[src/rtl/mips_ctrl_decoder.sv]
// Main control decoder for the single-issue MIPS core.
// Turns the opcode/funct of the current instruction into datapath control
// signals, registered once so every output appears one clock after instr.
module mips_ctrl_decoder (
  input  logic        clk,
  input  logic        reset,
  input  logic [31:0] instr,
  output logic        MemWrite,
  output logic        RegWrite,
  output logic        ExtOp,
  output logic        ALUSrc,
  output logic        RegDst,
  output logic        MemtoReg,
  output logic [1:0]  nPC_sel,
  output logic [2:0]  ALUctr,
  output logic        ExtHigh,
  output logic        JAL_PC,
  output logic        illegal
);

  typedef struct packed {
    logic       memWrite;
    logic       regWrite;
    logic       extOp;
    logic       aluSrc;
    logic       regDst;
    logic       memtoReg;
    logic [1:0] nPcSel;
    logic [2:0] aluCtr;
    logic       extHigh;
    logic       jalPc;
    logic       illegal;
  } ctrl_t;

  localparam logic [5:0] OP_RTYPE = 6'b000000;
  localparam logic [5:0] OP_ORI   = 6'b001101;
  localparam logic [5:0] OP_LUI   = 6'b001111;
  localparam logic [5:0] OP_LW    = 6'b100011;
  localparam logic [5:0] OP_SW    = 6'b101011;
  localparam logic [5:0] OP_BEQ   = 6'b000100;
  localparam logic [5:0] OP_JAL   = 6'b000011;

  localparam logic [5:0] FN_ADDU  = 6'b100001;
  localparam logic [5:0] FN_SUBU  = 6'b100011;
  localparam logic [5:0] FN_JR    = 6'b001000;

  localparam logic [2:0] ALU_ADD  = 3'b000;
  localparam logic [2:0] ALU_SUB  = 3'b001;
  localparam logic [2:0] ALU_OR   = 3'b010;

  // Pure decode of one instruction word. Anything unrecognised yields no
  // write and no PC redirect, only the illegal flag. nop is matched on the
  // whole word so that shifts with funct 000000 (e.g. sll) still trap.
  function automatic ctrl_t decodeInstr(input logic [31:0] ins);
    ctrl_t c;
    c = '0;
    unique case (ins[31:26])
      OP_RTYPE: begin
        if (ins == 32'h0000_0000) begin
          c = '0;
        end else begin
          unique case (ins[5:0])
            FN_ADDU: begin
              c.regWrite = 1'b1;
              c.regDst   = 1'b1;
              c.aluCtr   = ALU_ADD;
            end
            FN_SUBU: begin
              c.regWrite = 1'b1;
              c.regDst   = 1'b1;
              c.aluCtr   = ALU_SUB;
            end
            FN_JR:   c.nPcSel  = 2'b11;
            default: c.illegal = 1'b1;
          endcase
        end
      end
      OP_ORI: begin
        c.regWrite = 1'b1;
        c.aluSrc   = 1'b1;
        c.aluCtr   = ALU_OR;
      end
      OP_LUI: begin
        c.regWrite = 1'b1;
        c.aluSrc   = 1'b1;
        c.extHigh  = 1'b1;
        c.aluCtr   = ALU_OR;
      end
      OP_LW: begin
        c.regWrite = 1'b1;
        c.aluSrc   = 1'b1;
        c.extOp    = 1'b1;
        c.memtoReg = 1'b1;
        c.aluCtr   = ALU_ADD;
      end
      OP_SW: begin
        c.memWrite = 1'b1;
        c.aluSrc   = 1'b1;
        c.extOp    = 1'b1;
        c.aluCtr   = ALU_ADD;
      end
      OP_BEQ: begin
        c.extOp    = 1'b1;
        c.aluCtr   = ALU_SUB;
        c.nPcSel   = 2'b01;
      end
      OP_JAL: begin
        c.regWrite = 1'b1;
        c.jalPc    = 1'b1;
        c.nPcSel   = 2'b10;
      end
      default: c.illegal = 1'b1;
    endcase
    return c;
  endfunction

  // Stage p0: combinational decode of the incoming word
  ctrl_t ctrlP0;
  ctrl_t ctrlP1;

  // Decode the instruction presented this cycle
  always_comb begin
    ctrlP0 = decodeInstr(instr);
  end

  // Stage p1: register the decode; active-low reset forces a quiet bundle
  always_ff @(posedge clk) begin
    if (!reset) ctrlP1 <= '0;
    else        ctrlP1 <= ctrlP0;
  end

  assign MemWrite = ctrlP1.memWrite;
  assign RegWrite = ctrlP1.regWrite;
  assign ExtOp    = ctrlP1.extOp;
  assign ALUSrc   = ctrlP1.aluSrc;
  assign RegDst   = ctrlP1.regDst;
  assign MemtoReg = ctrlP1.memtoReg;
  assign nPC_sel  = ctrlP1.nPcSel;
  assign ALUctr   = ctrlP1.aluCtr;
  assign ExtHigh  = ctrlP1.extHigh;
  assign JAL_PC   = ctrlP1.jalPc;
  assign illegal  = ctrlP1.illegal;

endmodule

[config.mk]
export PLATFORM = sky130hd
export DESIGN_NAME = mips_ctrl_decoder
export DESIGN_NICKNAME = d
export VERILOG_FILES = /design/src/rtl/mips_ctrl_decoder.sv
export SDC_FILE = /design/constraint.sdc
export NUM_CORES = 1
export LEC_CHECK = 0
export CAP_MARGIN = 40
export CELL_PAD_IN_SITES_DETAIL_PLACEMENT = 0
export CELL_PAD_IN_SITES_GLOBAL_PLACEMENT = 1
export CORE_MARGIN = 5
export CORE_UTILIZATION = 24
export CTS_BUF_LIST = sky130_fd_sc_hd__clkbuf_2 sky130_fd_sc_hd__clkbuf_4 sky130_fd_sc_hd__clkbuf_8
export DETAILED_ROUTE_END_ITERATION = 7
export PLACE_DENSITY = 0.95
export SYNTH_ARGS = -nofsm -noshare
export SYNTH_HDL_FRONTEND = slang
export SYNTH_SLANG_ARGS = --single-unit
export TNS_END_PERCENT = 5
[constraint.sdc]
create_clock -name clk -period 1.8 [get_ports clk]
set_clock_uncertainty 0.1 [all_clocks]
set_input_delay 0.36 -clock clk [delete_from_list [all_inputs] [get_ports clk]]
set_output_delay 0.36 -clock clk [all_outputs]
set_load 0.01 [all_outputs]
==> reports/notes.md <==
The async set-or-reset flop fraction in the synthesized netlist came out at 0. In the layout the commonest cells are 46 x sky130_fd_sc_hd__clkdlybuf4s50_1, 13 x sky130_fd_sc_hd__dfxtp_1, 8 x sky130_fd_sc_hd__buf_4. The flow ran to the end, and the final reports show no timing, DRC or antenna violations. In this run, CTS created clock tree buffers numbering 3.

With the share of the synthesized area in the top cell type at 0.444, the total negative slack is 0 ps. The clock passes through at most 2 buffers. The run gives 1 for the number of non-clock inverters in the layout.

The worst setup path is captured at a primary output. The count of input and output buffers was 46. The run gives 0 as the number of buffers inserted by post-CTS setup repair. Entering global routing, the biggest net connects 8 pins. The global-route wire length before repair came out at 2.87 mm. Per the post-synthesis report, the nets total 95. The sequential fraction of total cell area was 0.224; the count of endpoints failing hold in the final timing report was 0. The tool warning count for the run is 26. On the critical path the data arrives at 1130 ps. Per the CTS log, the root buffer master is sky130_fd_sc_hd__clkbuf_4. Looking at the setup timing report, the critical path kind is register to primary output. The number of different library cells used by synthesis comes to 27. TritonCTS built the clock tree. In this design, the stage delay of the slowest critical-path cell is 530 ps. The run gives 48 for the I/O pin count. The cell with the biggest individual delay on the critical path is sky130_fd_sc_hd__clkdlybuf4s50_1.

The fraction of area in clock buffers and inverters works out to 0.0258. Yosys mapped a number of flops with a built-in enable equal to 0. The most instantiated flip-flop cell in the synthesis netlist was sky130_fd_sc_hd__dfxtp_1. The fraction of the cycle the final worst path needs was 0.882.

In the final report, the number of endpoints failing setup comes to 0. The flow inserted 28 tap cells. The estimated wirelength of the detail-placed design is 1.60 mm. According to the finish report, the design has a final net count of 153.

The routability congestion estimate came out at 0.862. Cell class ranked first by area: buffers. Grouping stages by cell kind, the critical path spends the most delay in buffers and inverters. The cell area after synthesis came out at 586 um^2. In the layout the tool counted multi-input logic cells amounting to 46. The chip occupies 0.00353 mm^2. The synthesis report lists the Yosys warning total as 0. The flow reported a cell area power density of 528 mW/mm^2. Library cell with the largest summed area after synthesis: sky130_fd_sc_hd__dfxtp_1.

With the footprint of the multi-input gates at 314 um^2, the via count of the first global-routing pass is 708. The global route stage reports its total congestion overflow as 0. The multi-input gate share of the layout cell area works out to 0.270. The number of antenna violations at the first check in global routing was 0.

According to the report, the first pass of detailed routing completed in 4 iterations. The synthesized netlist has a Yosys-reported chip area of 586 um^2. Setup repair after global routing left no endpoint under its margin. TritonRoute reported its final design rule violation total as 0. There are 13 flip-flops and latches. The final antenna diode tally reported by the flow is 0.

Per the Yosys statistics, synthesis produced 61 cells. The register share after synthesis was 0.444. The run gives 1 for the top fanout value on the critical path. The number of hold buffers added after CTS was 0. According to the timing report, the data required time at the worst endpoint equals 1340 ps. The combined flip-flop and latch cell area was 260 um^2; the post-synthesis average cell area was 9.60 um^2. For reference, the critical path cell chain is clkdlybuf4s50_1. The post-cts gate resize count came out at 0. Per the synth log, the flip-flop and latch total comes to 13. The number of instances in the synthesized netlist came out at 61. The most common logic cell in the final layout is sky130_fd_sc_hd__clkdlybuf4s50_1.

The count of H-tree levels built during CTS was 1; the layout overhead on the synthesized area was 98.7%. In the final layout, excluding clock buffers the buffer count is 54. After the first detailed-routing iteration, the DRC count stood at 4. Worst hold path class: input pin to register. The worst path buffer plus inverter count was 1; the routed via count divided by cell count was 4.64. The core utilization before placement is 0.257, and the number of slew-limit violations in the final report is 0.

The commonest cells after synthesis are 13 x sky130_fd_sc_hd__dfxtp_1, 6 x sky130_fd_sc_hd__nor4_1, 5 x sky130_fd_sc_hd__nand2_1. For this design the static power due to leakage is 0.479 nW. Clock buffers in the final layout number 4. The count of max-cap constraint violations was 0. The startpoint kind of the worst setup timing path is a register.

The final layout report lists a filler cell count of 219. The fraction of layout instances using a drive strength above 1 was 0.153; the tally of nets with antenna violations remaining after routing was 0. The smallest clock period supported by the final layout is computed as 1590 ps. Among all cell types in the netlist, the one instantiated most often is sky130_fd_sc_hd__dfxtp_1.

The registers of the reported paths see a clock transition of 70 ps. In the post-synthesis netlist, the biggest area contributors are sky130_fd_sc_hd__dfxtp_1 44%, sky130_fd_sc_hd__nor4_1 6.4%, sky130_fd_sc_hd__nand4b_4 4.1%, sky130_fd_sc_hd__and2_1 3.2%, sky130_fd_sc_hd__nand2_1 3.2%. Portion of the layout cell area used by non-clock buffers: 0.447. The clock drives 13 sinks.

The maximum achievable frequency came out at 0.630 GHz.
-- logic make-up (layout without fill, tap and decap cells) --
family | count (synthesis) | after routing | share of synthesized area
and+or+nand+nor | 37 | 37 | 0.436
DFF | 13 | 13 | 0.444
AOI/OAI and AO/OA | 8 | 8 | 0.0940
other | 1 | 1 | 0.00640
buffers and inverters | 2 | 59 | 0.0192
-- worst paths after layout --
path          startpoint                   end  slack, ps  cells after the start
max   ExtHigh$_SDFF_PN0_               ExtHigh        210                      1
min             instr[1]  ALUctr[0]$_SDFF_PN0_        630                      3
-- power by group --
group | internal (W) | leakage [nW] | total [W] | switching, W
logic | 0.0000911 | 0.355 | 0.000134 | 0.0000432
registers | 0.000291 | 0.105 | 0.000293 | 0.00000114
clock network | 0.000101 | 0.0184 | 0.000188 | 0.0000868
-- through the flow --
step                      hold WS [ps]  std cells  total power, W  area, um^2  setup slack (ps)
after floorplan                    330         61        0.000327         586               510
after global placement             919        142        0.000431        1130             -63.4
after detailed placement           908        142        0.000435        1130             -75.2
after CTS                          620        146        0.000622        1160               196
after global routing               631        146        0.000650        1160              61.3
final                              628        146        0.000615        1160               212
-- state kept, by name, summed over array words and instances (netlist names) --
| name | cells |
|---|---|
| ALUctr | 2 |
| nPC_sel | 2 |
| ALUSrc | 1 |
| ExtHigh | 1 |
| ExtOp | 1 |
| JAL_PC | 1 |
| MemWrite | 1 |
| MemtoReg | 1 |
| RegDst | 1 |
| RegWrite | 1 |
| illegal | 1 |
-- layer usage --
metal	GRT usage	vias to the layer above	wire [um]
li1	-	343	-
met1	0.109	290	619
met2	0.184	39	823
met3	0.0305	5	230
met4	0.0777	0	53
met5	0	-	0
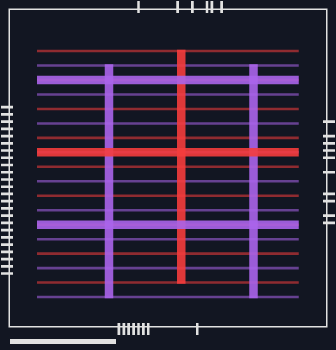
*Supply network*
Bar = 20 um. Pins as bars on the die edge.
| colour | net |
|---|---|
| purple | VSS |
| red | VDD |
rows: 17
met1 rails: 18
met5 straps: 3
signal pins: 48
met4 straps: 3
Peak supply drop: 0.337 mV
Die X-Extent: 59.4 um
core area: 0.00228 mm^2

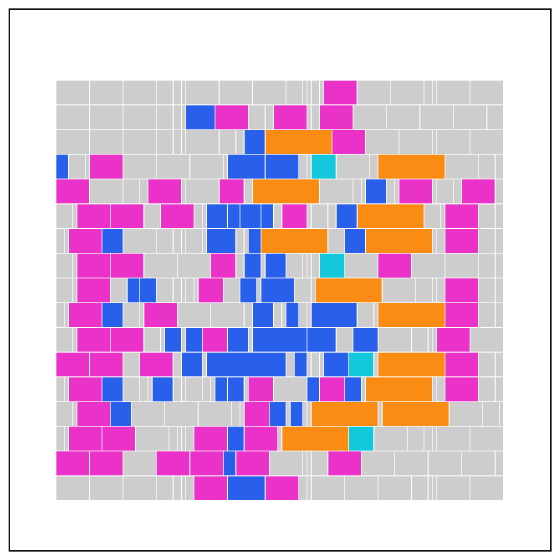
*Placed cells, one colour a class*
Fill, decap, tap and diode cells in grey.
| colour | class | cells |
|---|---|---|
| magenta | remaining buffers and delay cells | 54 |
| cyan | clock drivers and dummy loads | 4 |
| blue | remaining logic cells | 47 |
| orange | sequential cells | 13 |
row count: 17
final core utilization: 0.511

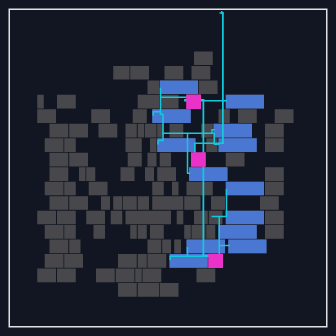
*Routed clock nets over the placement*
[cyan] clock wires | length: 145 um
[magenta] clock-net drivers | count: 3
[blue] flip-flops | count: 13
routed clock nets: 4
clock-net power: 0.000188 W
Clock Power Share: 0.306

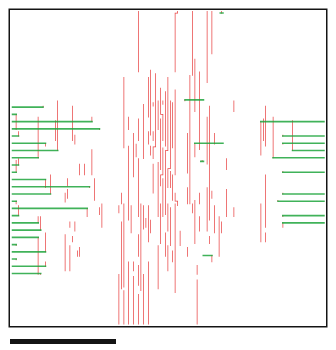
*Metal layers overlaid*
Bar = 20 um. Two of the layers only.
| colour | layer | wire length |
|---|---|---|
| red | M2 | 823 um |
| green | M3 | 231 um |
detail-routed net length per standard cell: 11.8 um
total detailed-routing wirelength: 1.73 mm
number of vias after detailed routing: 677
global routing usage summed across all routing layers: 0.107

Power is estimated from default activity; no workload was simulated.
